<file path="config.mk">
export PLATFORM = sky130hd
export DESIGN_NAME = dcache_ctrl
export DESIGN_NICKNAME = d
export VERILOG_FILES = /design/src/rtl/dcache_pkg.sv /design/src/rtl/dcache_store.sv /design/src/rtl/dcache_ctrl.sv
export SDC_FILE = /design/constraint.sdc
export NUM_CORES = 2
export LEC_CHECK = 0
export CORE_ASPECT_RATIO = 1.2
export CORE_MARGIN = 8
export CORE_UTILIZATION = 65
export DETAILED_ROUTE_END_ITERATION = 8
export PLACE_DENSITY = 0.85
export SYNTH_ARGS = -nofsm -noshare
export SYNTH_HDL_FRONTEND = slang
export SYNTH_SLANG_ARGS = --single-unit
</file>
<file path="constraint.sdc">
create_clock -name clk -period 7.9 [get_ports clk]
set_input_delay 1.58 -clock clk [delete_from_list [all_inputs] [get_ports clk]]
set_output_delay 1.58 -clock clk [all_outputs]
set_load 0.01 [all_outputs]
</file>
<file path="src/rtl/dcache_pkg.sv">
// Shared types and address-split width helpers for the direct-mapped data cache.
package dcache_pkg;

  typedef enum logic [1:0] {IDLE, WB, REFILL, DONE} state_e;

  function automatic int off_w(input int data_w, input int line_words);
    return $clog2(data_w / 8) + $clog2(line_words);
  endfunction

  function automatic int idx_w(input int sets);
    return $clog2(sets);
  endfunction

  function automatic int tag_w(input int addr_w, input int data_w, input int line_words,
                               input int sets);
    return addr_w - off_w(data_w, line_words) - idx_w(sets);
  endfunction

endpackage

</file>
<file path="src/rtl/dcache_store.sv">
// Tag/valid/dirty state plus line data; byte-lane write port, asynchronous read port.
module dcache_store #(
  parameter  int DATA_W     = 32,
  parameter  int LINE_WORDS = 4,
  parameter  int SETS       = 16,
  parameter  int TAG_W      = 24,
  localparam int NB         = DATA_W / 8,
  localparam int IDX_W      = $clog2(SETS),
  localparam int WORD_W     = $clog2(LINE_WORDS)
) (
  input  logic              clk,
  input  logic              rst_n,
  input  logic [IDX_W-1:0]  idx_i,
  input  logic [WORD_W-1:0] rd_word_i,
  output logic [DATA_W-1:0] rd_data_o,
  output logic              rd_valid_o,
  output logic              rd_dirty_o,
  output logic [TAG_W-1:0]  rd_tag_o,
  input  logic              wr_en_i,
  input  logic [WORD_W-1:0] wr_word_i,
  input  logic [DATA_W-1:0] wr_data_i,
  input  logic [NB-1:0]     wr_be_i,
  input  logic              meta_we_i,
  input  logic              meta_valid_i,
  input  logic              meta_dirty_i,
  input  logic [TAG_W-1:0]  meta_tag_i
);

  logic [SETS-1:0]   valid_q, dirty_q;
  logic [TAG_W-1:0]  tag_q  [SETS];
  logic [DATA_W-1:0] data_q [SETS*LINE_WORDS];

  assign rd_data_o  = data_q[{idx_i, rd_word_i}];
  assign rd_valid_o = valid_q[idx_i];
  assign rd_dirty_o = dirty_q[idx_i];
  assign rd_tag_o   = tag_q[idx_i];

  always_ff @(posedge clk or negedge rst_n) begin
    if (!rst_n) begin
      valid_q <= '0;
      dirty_q <= '0;
    end else if (meta_we_i) begin
      valid_q[idx_i] <= meta_valid_i;
      dirty_q[idx_i] <= meta_dirty_i;
    end
  end

  // Tags and data only matter behind a valid bit, so they carry no reset.
  always_ff @(posedge clk) begin
    if (meta_we_i) tag_q[idx_i] <= meta_tag_i;
  end

  always_ff @(posedge clk) begin
    for (int b = 0; b < NB; b++) begin
      if (wr_en_i && wr_be_i[b]) data_q[{idx_i, wr_word_i}][b*8 +: 8] <= wr_data_i[b*8 +: 8];
    end
  end

endmodule

</file>
<file path="src/rtl/dcache_ctrl.sv">
// Direct-mapped write-back/write-allocate data cache controller with burst memory port.
// Optional DCACHE_EARLY_RESTART_EN releases a load on the refill beat carrying its word.
module dcache_ctrl
  import dcache_pkg::*;
#(
  parameter int ADDR_W     = 32,
  parameter int DATA_W     = 32,
  parameter int LINE_WORDS = 4,
  parameter int SETS       = 16
) (
  input  logic                clk,
  input  logic                reset,
  input  logic [ADDR_W-1:0]   addy,
  input  logic [DATA_W-1:0]   datain,
  input  logic                wen,
  input  logic                ren,
  input  logic [DATA_W/8-1:0] byte_select_vector,
  output logic                nostall,
  output logic [DATA_W-1:0]   dataout,
  output logic                mem_req,
  output logic                mem_we,
  output logic [ADDR_W-1:0]   mem_addr,
  output logic [DATA_W-1:0]   mem_wdata,
  input  logic                mem_ack,
  input  logic [DATA_W-1:0]   mem_rdata
);

  localparam int NB     = DATA_W / 8;
  localparam int BYTE_W = $clog2(NB);
  localparam int WORD_W = $clog2(LINE_WORDS);
  localparam int OFF_W  = off_w(DATA_W, LINE_WORDS);
  localparam int IDX_W  = idx_w(SETS);
  localparam int TAG_W  = tag_w(ADDR_W, DATA_W, LINE_WORDS, SETS);
  localparam logic [WORD_W-1:0] LAST = WORD_W'(LINE_WORDS - 1);

  state_e              state_q;
  logic [WORD_W-1:0]   beat_q, word_q;
  logic [IDX_W-1:0]    idx_q;
  logic [TAG_W-1:0]    vtag_q, rtag_q;
  logic                load_q, mem_req_q, mem_we_q;
  logic [ADDR_W-1:0]   mem_addr_q;
  logic [DATA_W-1:0]   dout_q;

  logic [TAG_W-1:0]    a_tag;
  logic [IDX_W-1:0]    a_idx;
  logic [WORD_W-1:0]   a_word, beat_n;
  logic                access, hit, load_hit, early, refill_ack;
  logic [IDX_W-1:0]    st_idx;
  logic [WORD_W-1:0]   rd_word, wr_word;
  logic [DATA_W-1:0]   rd_data, wr_data;
  logic                rd_valid, rd_dirty, wr_en, meta_we, meta_dirty;
  logic [TAG_W-1:0]    rd_tag, meta_tag;
  logic [NB-1:0]       wr_be;

  function automatic logic [ADDR_W-1:0] beat_addr(input logic [TAG_W-1:0] t,
                                                  input logic [IDX_W-1:0] i,
                                                  input logic [WORD_W-1:0] w);
    return {t, i, w, {BYTE_W{1'b0}}};
  endfunction

  assign a_tag  = addy[ADDR_W-1 -: TAG_W];
  assign a_idx  = addy[OFF_W +: IDX_W];
  assign a_word = addy[BYTE_W +: WORD_W];
  assign beat_n = beat_q + 1'b1;

  // While a miss is in flight the latched index addresses the store, not addy.
  assign st_idx  = (state_q == IDLE) ? a_idx : idx_q;
  assign rd_word = (state_q == WB) ? beat_q : a_word;

  assign access     = ren || wen;
  assign hit        = access && rd_valid && (rd_tag == a_tag);
  assign load_hit   = (state_q == IDLE) && ren && !wen && hit;
  assign refill_ack = (state_q == REFILL) && mem_ack;

`ifdef DCACHE_EARLY_RESTART_EN
  assign early = refill_ack && load_q && (beat_q == word_q);
`else
  assign early = 1'b0;
`endif

  always_comb begin
    wr_en      = 1'b0;
    wr_word    = beat_q;
    wr_data    = mem_rdata;
    wr_be      = '1;
    meta_we    = 1'b0;
    meta_dirty = 1'b0;
    meta_tag   = rtag_q;
    if (state_q == IDLE && wen && hit) begin
      wr_en      = 1'b1;
      wr_word    = a_word;
      wr_data    = datain;
      wr_be      = byte_select_vector;
      meta_we    = 1'b1;
      meta_dirty = 1'b1;
      meta_tag   = a_tag;
    end else if (refill_ack) begin
      wr_en   = 1'b1;
      meta_we = (beat_q == LAST);
    end
  end

  always_comb begin
    if (!reset)                nostall = 1'b1;
    else if (state_q == IDLE)  nostall = !(access && !hit);
    else                       nostall = early;
  end

  assign dataout   = early ? mem_rdata : (load_hit ? rd_data : dout_q);
  assign mem_req   = mem_req_q;
  assign mem_we    = mem_we_q;
  assign mem_addr  = mem_addr_q;
  assign mem_wdata = (state_q == WB) ? rd_data : '0;

  dcache_store #(
    .DATA_W(DATA_W), .LINE_WORDS(LINE_WORDS), .SETS(SETS), .TAG_W(TAG_W)
  ) u_store (
    .clk          (clk),
    .rst_n        (reset),
    .idx_i        (st_idx),
    .rd_word_i    (rd_word),
    .rd_data_o    (rd_data),
    .rd_valid_o   (rd_valid),
    .rd_dirty_o   (rd_dirty),
    .rd_tag_o     (rd_tag),
    .wr_en_i      (wr_en),
    .wr_word_i    (wr_word),
    .wr_data_i    (wr_data),
    .wr_be_i      (wr_be),
    .meta_we_i    (meta_we),
    .meta_valid_i (1'b1),
    .meta_dirty_i (meta_dirty),
    .meta_tag_i   (meta_tag)
  );

  always_ff @(posedge clk or negedge reset) begin
    if (!reset) begin
      state_q    <= IDLE;
      beat_q     <= '0;
      word_q     <= '0;
      idx_q      <= '0;
      vtag_q     <= '0;
      rtag_q     <= '0;
      load_q     <= 1'b0;
      mem_req_q  <= 1'b0;
      mem_we_q   <= 1'b0;
      mem_addr_q <= '0;
      dout_q     <= '0;
    end else begin
      if (load_hit || early) dout_q <= dataout;
      case (state_q)
        IDLE: if (access && !hit) begin
          idx_q     <= a_idx;
          vtag_q    <= rd_tag;
          rtag_q    <= a_tag;
          word_q    <= a_word;
          load_q    <= !wen;
          beat_q    <= '0;
          mem_req_q <= 1'b1;
          if (rd_valid && rd_dirty) begin
            state_q    <= WB;
            mem_we_q   <= 1'b1;
            mem_addr_q <= beat_addr(rd_tag, a_idx, '0);
          end else begin
            state_q    <= REFILL;
            mem_we_q   <= 1'b0;
            mem_addr_q <= beat_addr(a_tag, a_idx, '0);
          end
        end
        WB: if (mem_ack) begin
          if (beat_q == LAST) begin
            state_q    <= REFILL;
            beat_q     <= '0;
            mem_we_q   <= 1'b0;
            mem_addr_q <= beat_addr(rtag_q, idx_q, '0);
          end else begin
            beat_q     <= beat_n;
            mem_addr_q <= beat_addr(vtag_q, idx_q, beat_n);
          end
        end
        REFILL: if (mem_ack) begin
          if (beat_q == LAST) begin
            state_q   <= DONE;
            beat_q    <= '0;
            mem_req_q <= 1'b0;
          end else begin
            beat_q     <= beat_n;
            mem_addr_q <= beat_addr(rtag_q, idx_q, beat_n);
          end
        end
        DONE:    state_q <= IDLE;
        default: state_q <= IDLE;
      endcase
    end
  end

endmodule

</file>
cell_classes.png
(1 px per micron) Fill, decap, tap and diode cells in gray.
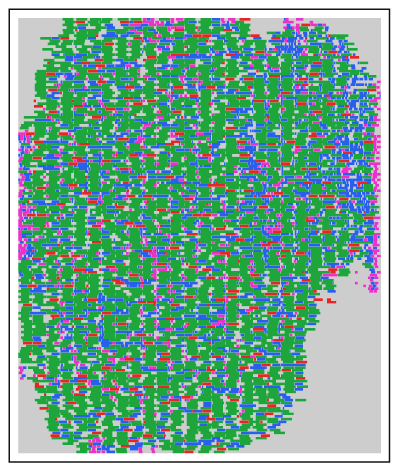
- blue: all other logic (cells 2,265; share of their area 21%)
- red: clock drivers and dummy loads (cells 417; share of their area 6.2%)
- magenta: other buffers and delay cells (cells 829; share of their area 6.5%)
- green: flip-flops (cells 2,584; share of their area 66%)

clock_map.png
(1 px per micron)
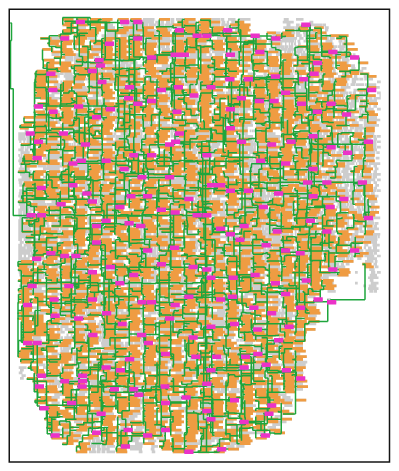
- magenta: cells driving clock nets (count 224)
- green: clock wires (length 27.9 mm)
- orange: flip-flops (count 2,584)
- flops lie: widely spread

==> notes.md <==
Physical implementation

Buffers placed on the I/O ports in this run total 199. The register with the most flip-flops in the layout has 2,048 of them. The share of cells above drive strength 1 is 29.7%. The power group with the highest consumption is sequential cells. The critical path crosses 14 cells after its start point. The last weighted congestion value of the routability-driven placer is roughly 0.86. The post-CTS hold buffer count recorded in the log is 0. The first-pass iteration count of the detailed router is 8. The area overhead of the layout relative to synthesis is 15.8%. In the per-layer breakdown of the detailed-route log, met1 shows just over 90,000 microns. Clock buffers in the final layout number around 280. The non-filler instance count after layout is ~8,200. The total clock buffers created by CTS is 224. In the final report, the number of hold violations comes to 0. The total inserted antenna cells is 6. Power comes to 40.8 mW. u_store.data_q holds more flip-flops than any other register. The initial antenna violation count is 10. The cell area after placement is around 0.11 sq mm. The number of fill cells in the layout is 7,712. The first-pass GRT wire length is 435,000 microns. The startpoint class of the critical path is an input pin. The chip height is approximately 450 microns. The final layout contains routed wiring with a total length of 308,000 microns. The cell class with the largest area share is flip-flops and latches. The buffer levels on the longest clock path is 3.

The power report lists the sequential group at 16.1 mW. The share of total power consumed by net switching is 34.7%. Across the whole layout, multi-input logic makes up 20.6% of the cell area.

The share of the core filled by cells before placement is 65.1%. Sequential cells burn 39.5% of the power. The run finished with clean final reports.

The cell type that accounts for the most area after synthesis is sky130_fd_sc_hd__edfxtp_1. In the Yosys report the total cell count is 5,217. Of the total synthesized cell area, the portion taken by AND, OR, NAND and NOR gates is 4.15%.

The number of synthesis warnings is 0. The share of total power in combinational logic is 33.4%. The post-synthesis area per instance is about 20 sq um. After Yosys synthesis, full adders, half adders and majority gates account for less than 1% of the synthesized area. In this run, synthesis inferred 2,432 flip-flops with an integrated enable. Combinational power for this build is between 10 and 15 mW. The total buffers and inverters traversed by the critical path is 5.

In the layout the tool counted multi-input logic cells amounting to 2,225. Routing resource usage on met3 recorded by global route was 9.36%. Across the VDD grid, the largest voltage drop is 0.272 mV.

In the finished design, the share of the clock period the worst path needs comes to 99.8%. Note that the worst hold path type here is register to register. The clock sink count is ~2,600. The worst max-slew margin expressed relative to the limit is 15.3%. In this run the critical path is formed by clkdlybuf4s50_1, nand3b_1, a21oi_1, a32oi_1, nand4_1, xnor2_1, nand3_1, nor4_2, buf_4, nand4_1, buf_12, buf_4, mux2_2, clkdlybuf4s50_1.
final_congestion.png
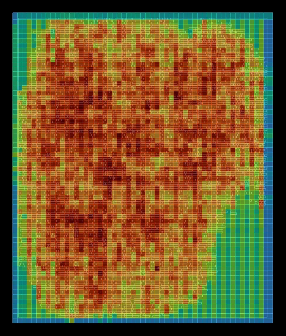
global routing met1 resource utilization: 42.4%
total routing usage reported by global routing: 35.5%
GRT Max-Usage Layer: met2
final core occ: 75.4%

pdn.png
Pins as bars on the die edge.
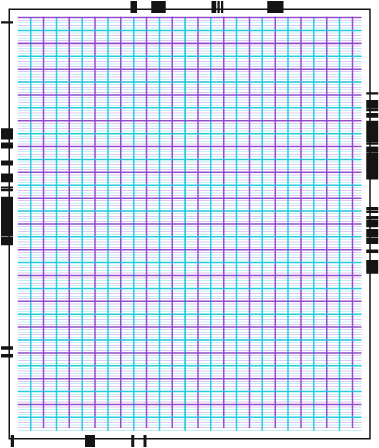
- cyan: VSS
- purple: VDD
- met5 straps: 32
- met4 straps: 26

No activity file was given, so power comes from the tool's default toggle rates.
